run_1/cell_density.png
(1.5 px per um) The die is cut into 19 by 21 equal tiles; black is low, pale yellow is high, 0 to 100% covered.
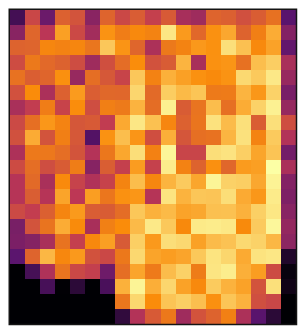
run_1/clocks.png
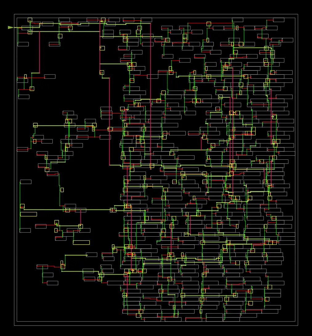
run_1/placement_by_type.png
(2 px per um) Fill, decap, tap and diode cells in gray.
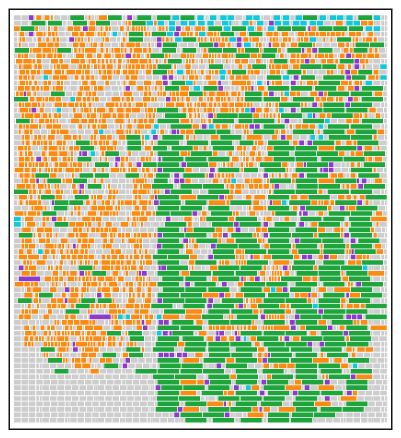
run_1/detail.png
Window x 83 to 108, y 92 to 117 um. Cells in gray, sequential cells in the stronger gray; small squares are vias.
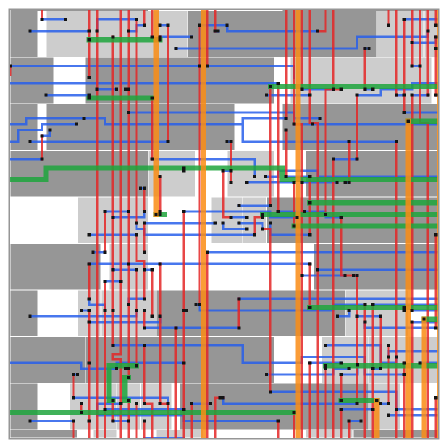
File: src/rtl/rsc_viterbi_pkg.sv
// Shared types, constants and trellis equations for the 8-state RSC Viterbi decoder
// (g0 = 1+D^2+D^3 feedback, g1 = 1+D+D^3 parity); state bit [2] is s0, the newest.
package rsc_viterbi_pkg;

  localparam int NSTATES = 8;
  localparam int TAIL    = 3;
  localparam int PM_INIT = 128;

  typedef enum logic [1:0] {
    IDLE,
    ACS,
    TB,
    DONE
  } fsm_t;

  // Expected systematic bit when leaving `state` with feedback bit a.
  function automatic logic exp_sys(input logic [2:0] state, input logic a);
    return a ^ state[1] ^ state[0];
  endfunction

  function automatic logic exp_par(input logic [2:0] state, input logic a);
    return a ^ state[2] ^ state[0];
  endfunction

  // Predecessor of next state {n2,n1,n0} is {n1,n0,b}; the feedback bit of that edge is n2.
  function automatic logic [2:0] pred(input logic [2:0] nxt, input logic b);
    return {nxt[1:0], b};
  endfunction

endpackage

File: src/rtl/rsc_acs_unit.sv
// Combinational add-compare-select for one next state: saturating metrics,
// ties resolved toward the b=0 predecessor, feedback-1 states blocked during tail.
module rsc_acs_unit
  import rsc_viterbi_pkg::*;
#(
  parameter int PMW = 8
) (
  input  logic [PMW-1:0] pm_b0,
  input  logic [PMW-1:0] pm_b1,
  input  logic           sys_bit,
  input  logic           par_bit,
  input  logic [2:0]     nxt,
  input  logic           tail,
  output logic [PMW-1:0] pm_new,
  output logic           dec
);

  localparam logic [PMW-1:0] PM_MAX = '1;

  function automatic logic [PMW-1:0] sat_add(input logic [PMW-1:0] pm, input logic [1:0] bm);
    logic [PMW:0] s;
    s = {1'b0, pm} + {{(PMW-1){1'b0}}, bm};
    return s[PMW] ? PM_MAX : s[PMW-1:0];
  endfunction

  logic [2:0]     p0;
  logic [2:0]     p1;
  logic [1:0]     bm0;
  logic [1:0]     bm1;
  logic [PMW-1:0] cand0;
  logic [PMW-1:0] cand1;

  assign p0    = pred(nxt, 1'b0);
  assign p1    = pred(nxt, 1'b1);
  assign bm0   = {1'b0, exp_sys(p0, nxt[2]) ^ sys_bit} + {1'b0, exp_par(p0, nxt[2]) ^ par_bit};
  assign bm1   = {1'b0, exp_sys(p1, nxt[2]) ^ sys_bit} + {1'b0, exp_par(p1, nxt[2]) ^ par_bit};
  assign cand0 = sat_add(pm_b0, bm0);
  assign cand1 = sat_add(pm_b1, bm1);

  always_comb begin
    pm_new = cand0;
    dec    = 1'b0;
    if (tail && nxt[2]) begin
      pm_new = PM_MAX;
    end else if (cand1 < cand0) begin
      pm_new = cand1;
      dec    = 1'b1;
    end
  end

endmodule

File: src/rtl/rsc_viterbi_decoder.sv
// Hard-decision Viterbi decoder for one NB-IoT turbo constituent code: one ACS step per
// valid symbol pair, then a T-cycle traceback from state 0 into the parallel dout register.
module rsc_viterbi_decoder
  import rsc_viterbi_pkg::*;
#(
  parameter int K   = 40,
  parameter int PMW = 8
) (
  input  logic           clk,
  input  logic           rst,
  input  logic           start,
  input  logic           in_valid,
  input  logic           sys_bit,
  input  logic           par_bit,
  output logic           busy,
  output logic           done,
  output logic [0:K-1]   dout,
  output logic [PMW-1:0] err_metric
);

  localparam int T  = K + TAIL;
  localparam int TW = $clog2(T);
  localparam logic [TW-1:0] T_LAST = TW'(T - 1);
  localparam logic [TW-1:0] K_W    = TW'(K);

  fsm_t               state_q, state_d;
  logic [TW-1:0]      t_q, t_d;
  logic [PMW-1:0]     pm_q [NSTATES];
  logic [PMW-1:0]     pm_d [NSTATES];
  logic [NSTATES-1:0] surv_q [T];
  logic [NSTATES-1:0] surv_d [T];
  logic [2:0]         tb_state_q, tb_state_d;
  logic [0:K-1]       dout_q, dout_d;
  logic [PMW-1:0]     err_metric_q, err_metric_d;

  logic [PMW-1:0]     pm_new [NSTATES];
  logic [NSTATES-1:0] dec;
  logic               tail;
  logic               tb_b;

  assign tail = (t_q >= K_W);

  for (genvar n = 0; n < NSTATES; n++) begin : g_acs
    localparam logic [2:0] NXT = 3'(n);
    rsc_acs_unit #(.PMW(PMW)) u_acs (
      .pm_b0   (pm_q[pred(NXT, 1'b0)]),
      .pm_b1   (pm_q[pred(NXT, 1'b1)]),
      .sys_bit (sys_bit),
      .par_bit (par_bit),
      .nxt     (NXT),
      .tail    (tail),
      .pm_new  (pm_new[n]),
      .dec     (dec[n])
    );
  end

  always_comb begin
    state_d      = state_q;
    t_d          = t_q;
    pm_d         = pm_q;
    surv_d       = surv_q;
    tb_state_d   = tb_state_q;
    dout_d       = dout_q;
    err_metric_d = err_metric_q;
    tb_b         = surv_q[t_q][tb_state_q];

    case (state_q)
      IDLE: begin
        if (start) begin
          state_d = ACS;
          t_d     = '0;
          for (int i = 0; i < NSTATES; i++) pm_d[i] = PMW'(PM_INIT);
          pm_d[0] = '0;
        end
      end
      ACS: begin
        if (in_valid) begin
          pm_d        = pm_new;
          surv_d[t_q] = dec;
          if (t_q == T_LAST) begin
            state_d    = TB;
            tb_state_d = '0;
          end else begin
            t_d = t_q + TW'(1);
          end
        end
      end
      TB: begin
        // Tail steps are walked to reach the information section but produce no output.
        if (t_q < K_W) dout_d[t_q] = tb_state_q[2] ^ tb_state_q[0] ^ tb_b;
        tb_state_d = pred(tb_state_q, tb_b);
        if (t_q == '0) begin
          state_d      = DONE;
          err_metric_d = pm_q[0];
        end else begin
          t_d = t_q - TW'(1);
        end
      end
      DONE: begin
        state_d = IDLE;
      end
      default: state_d = IDLE;
    endcase
  end

  always_ff @(posedge clk) begin
    if (rst) begin
      state_q      <= IDLE;
      t_q          <= '0;
      tb_state_q   <= '0;
      dout_q       <= '0;
      err_metric_q <= '0;
      for (int i = 0; i < NSTATES; i++) pm_q[i] <= '0;
    end else begin
      state_q      <= state_d;
      t_q          <= t_d;
      tb_state_q   <= tb_state_d;
      dout_q       <= dout_d;
      err_metric_q <= err_metric_d;
      pm_q         <= pm_d;
    end
  end

  always_ff @(posedge clk) begin
    surv_q <= surv_d;
  end

  assign busy       = (state_q == ACS) || (state_q == TB);
  assign done       = (state_q == DONE);
  assign dout       = dout_q;
  assign err_metric = err_metric_q;

endmodule

File: config.mk
export PLATFORM = sky130hd
export DESIGN_NAME = rsc_viterbi_decoder
export DESIGN_NICKNAME = d
export VERILOG_FILES = /design/src/rtl/rsc_viterbi_pkg.sv /design/src/rtl/rsc_acs_unit.sv /design/src/rtl/rsc_viterbi_decoder.sv
export SDC_FILE = /design/constraint.sdc
export NUM_CORES = 1
export LEC_CHECK = 0
export CAP_MARGIN = 20
export CORE_ASPECT_RATIO = 1.1
export CORE_MARGIN = 1.5
export CORE_UTILIZATION = 63
export CTS_BUF_LIST = sky130_fd_sc_hd__clkbuf_4
export DETAILED_ROUTE_END_ITERATION = 12
export HOLD_SLACK_MARGIN = 0.05
export PLACE_DENSITY = 0.78
export RECOVER_POWER = 25
export SLEW_MARGIN = 20
export SYNTH_ARGS = -nofsm -noshare
export SYNTH_HDL_FRONTEND = slang
export SYNTH_SLANG_ARGS = --single-unit
File: constraint.sdc
create_clock -name clk -period 9.1 [get_ports clk]
set_clock_uncertainty 0.1 [all_clocks]
set_input_delay 2.73 -clock clk [delete_from_list [all_inputs] [get_ports clk]]
set_output_delay 2.73 -clock clk [all_outputs]
set_load 0.005 [all_outputs]
==> impl_metrics.tcl, run 1 <==
# implementation run metrics
set metrics [dict create \
    synth_cells 2231 \
    num-multi-input-gates 1569 \
    slew_viol_final 67 \
    drt-total-wl_um 65200 \
    cap_viol_max_count 2 \
    clockPowerShare_pct 24.2 \
    ys_cells 2231 \
    drc 0 \
    detail_route.first_pass.iterations 7 \
    rr_worst_depth 11 \
    worst_pin_slew_ns 2.44 \
    hold_end "err_metric[1]" \
    mux_share_pct 7.80 \
    lay_top_cells "edfxtp_1 (344), nand2_1 (265), nor2_1 (176), clkbuf_4 (157), a21oi_1 (122)" \
    min_from "err_metric[1]" \
    totalPowerFinal_mw 6.94 \
    top_layer "met4" \
    cp_top_family "AND-OR/OR-AND gates" \
    syn-num-nets 2327 \
    path_clk_slew_ns 0.06 \
    setup.worst_path.end "surv_q[132]" \
    die-width_um 190 \
    comb-power_mw 2.31 \
    p_leak_nw 9.59 \
    violations "max-capacitance violations, max-slew violations" \
    syn2layout_area_growth_pct 9.02 \
    status "complete, but fails checks" \
    reg2reg_to "dout[29]" \
    postRouteAntennaNets 0 \
    cts_hold_buffers 0 \
    p_int_mw 4.39 \
    root_buffer "clkbuf_4" \
    clock_path_buffers 3 \
    yosys_warnings 0 \
    path_class "input pin to flop" \
    h-tree-depth 3 \
    xor_share_pct 2.23 \
    wl_met3_um 5200 \
    routedWlPerCell_um 22.7 \
    finalClockPeriodUsage_pct 79.2 \
    seq_area_share_pct 48.2 \
    synth-main-ff-cell "edfxtp_1" \
    largest_cell_class "sequential cells" \
    drive_above_1_share_pct 13.5 \
    p_seq_share_pct 42.6 \
    syn-cell-area_mm2 0.0244 \
    path_buffers 3 \
    hold-worst-slack_ns 0.358 \
    dp.cells 2669 \
    crit_path_frequent_cell "ha_1" \
    yosysSeqAreaShare_pct 52.5 \
    busiest_layer "met2" \
    arrival_ns 7.67 \
    worstHoldPathCells 2 \
    reg2reg_from "t_q[1]" \
]
## Picture notes: cell_density.png
emptiest ninth of the die: south-west
fullest tile: 100%
nearly empty tiles: 5.3%

## Picture notes: clocks.png
CTS Buf Count: 110
Clk. pwr: 1.68 mW
clock buffer count: 157
clk sinks: 467
worst skew pair latency: 0.86 ns

## Picture notes: placement_by_type.png
[green] sequential cells | cells: 467 | share of their area: 49%
[orange] combinational and other logic | cells: 1613 | share of their area: 42%
[purple] clock drivers and dummy loads | cells: 199 | share of their area: 5.4%
[cyan] remaining buffers and delay cells | cells: 89 | share of their area: 3.1%

## Picture notes: detail.png
[red] metal 2
[blue] metal 1
[orange] metal 4
[green] metal 3
sequential cells in the window: 11
netlist names of flops here include: `surv_q` (11)
cells with their middle in the window: 31
most frequent: edfxtp_1 (11), clkbuf_4 (4)

==> inputs of run 2 (changes only) <==
==> constraint.sdc (replaced) <==
create_clock -name clk -period 6.96 [get_ports clk]
set_clock_uncertainty 0.1 [all_clocks]
set_input_delay 2.088 -clock clk [delete_from_list [all_inputs] [get_ports clk]]
set_output_delay 2.088 -clock clk [all_outputs]
set_load 0.005 [all_outputs]
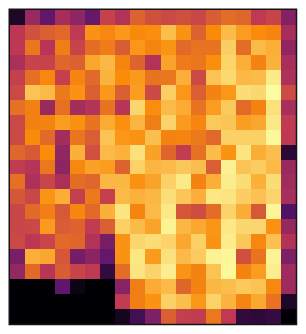
run_2/cell_density.png
(1.5 px per um) The die is cut into 19 by 21 equal tiles; black is low, pale yellow is high, 0 to 100% covered.
nearly empty tiles: 5.0%
mean over tiles: 66%
tiles over 75% full: 43%

==> run 2 against run 1 <==
  * The run now ends clean
  * Routed wire length grew 2.9%
  * Register-to-register slack lost 0.63 ns
  * First-iteration DRC count shrank 4.1%
  * Total power grew 35%
  * Clock-buffer cell count grew 20
  * Final area grew 1.0%
  * Combinational power grew 38%
  * Global-route usage grew 0.68 points
  * Final cell count grew 0.63%
  * Die size is the same
  * Critical endpoint is now pm_q[31]
  * Largest power group unchanged
==> impl_metrics.tcl, run 2 <==
# implementation run metrics
set metrics [dict create \
    seq_area_share_pct 47.7 \
    syn2layout_area_growth_pct 10.2 \
    rr_worst_depth 11 \
    reg2reg_to "dout[10]" \
    syn-num-nets 2327 \
    arrival_ns 6.67 \
    wl_met3_um 5340 \
    hold_end "err_metric[6]" \
    totalPowerFinal_mw 9.34 \
    comb-cell-share_pct 40.1 \
    cts_sinks 467 \
    path_buffers 3 \
    routedWlPerCell_um 23.2 \
    slew_viol_final 0 \
    comb-power_mw 3.19 \
    worstHoldPathCells 2 \
    yosys_warnings 0 \
    finalClockPeriodUsage_pct 86.5 \
    setup.worst_path.end "pm_q[31]" \
    p_leak_nw 9.76 \
    drc 0 \
    h-tree-depth 3 \
    synth-main-ff-cell "edfxtp_1" \
    async_flop_share_pct 0 \
    synth_cells 2231 \
    dp.cells 2683 \
    num-multi-input-gates 1569 \
    xor_share_pct 2.23 \
    p_seq_share_pct 41.3 \
    drive_above_1_share_pct 14.7 \
    yosysSeqAreaShare_pct 52.5 \
    mux_share_pct 7.80 \
    min_from "err_metric[6]" \
    hold-worst-slack_ns 0.352 \
    cap_viol_max_count 0 \
    aoi_share_pct 13.6 \
    path_class "input pin to flop" \
    path_clk_slew_ns 0.06 \
    drt-total-wl_um 67100 \
    worst_pin_slew_ns 1.43 \
    root_buffer "clkbuf_4" \
    p_int_mw 5.94 \
    max_freq_mhz 166 \
    syn-cell-area_mm2 0.0244 \
    status "complete, no violations" \
    topCellsByArea "edfxtp_1 (42%), dfxtp_1 (10%), ha_1 (4.6%)" \
    clock_path_buffers 3 \
    crit_path_max_fanout 8 \
    reg2reg_from "t_q[2]" \
    cp_top_family "AND-OR/OR-AND gates" \
    crit_path_frequent_cell "ha_1" \
    postRouteAntennaNets 0 \
    detail_route.first_pass.iterations 6 \
    cts_hold_buffers 0 \
    clockPowerShare_pct 24.5 \
    comb_area_mm2 0.0108 \
]
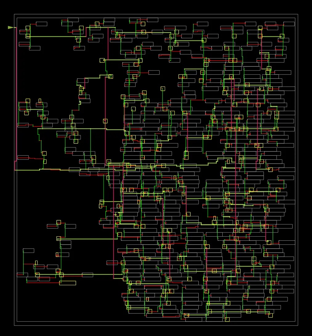
run_2/clocks.png
worst skew pair latency: 0.83 ns
CTS Buf Count: 111
Clk. pwr: 2.29 mW
clock buffer count: 177
FFs & Latches: 467

Power is estimated from default activity; no workload was simulated.
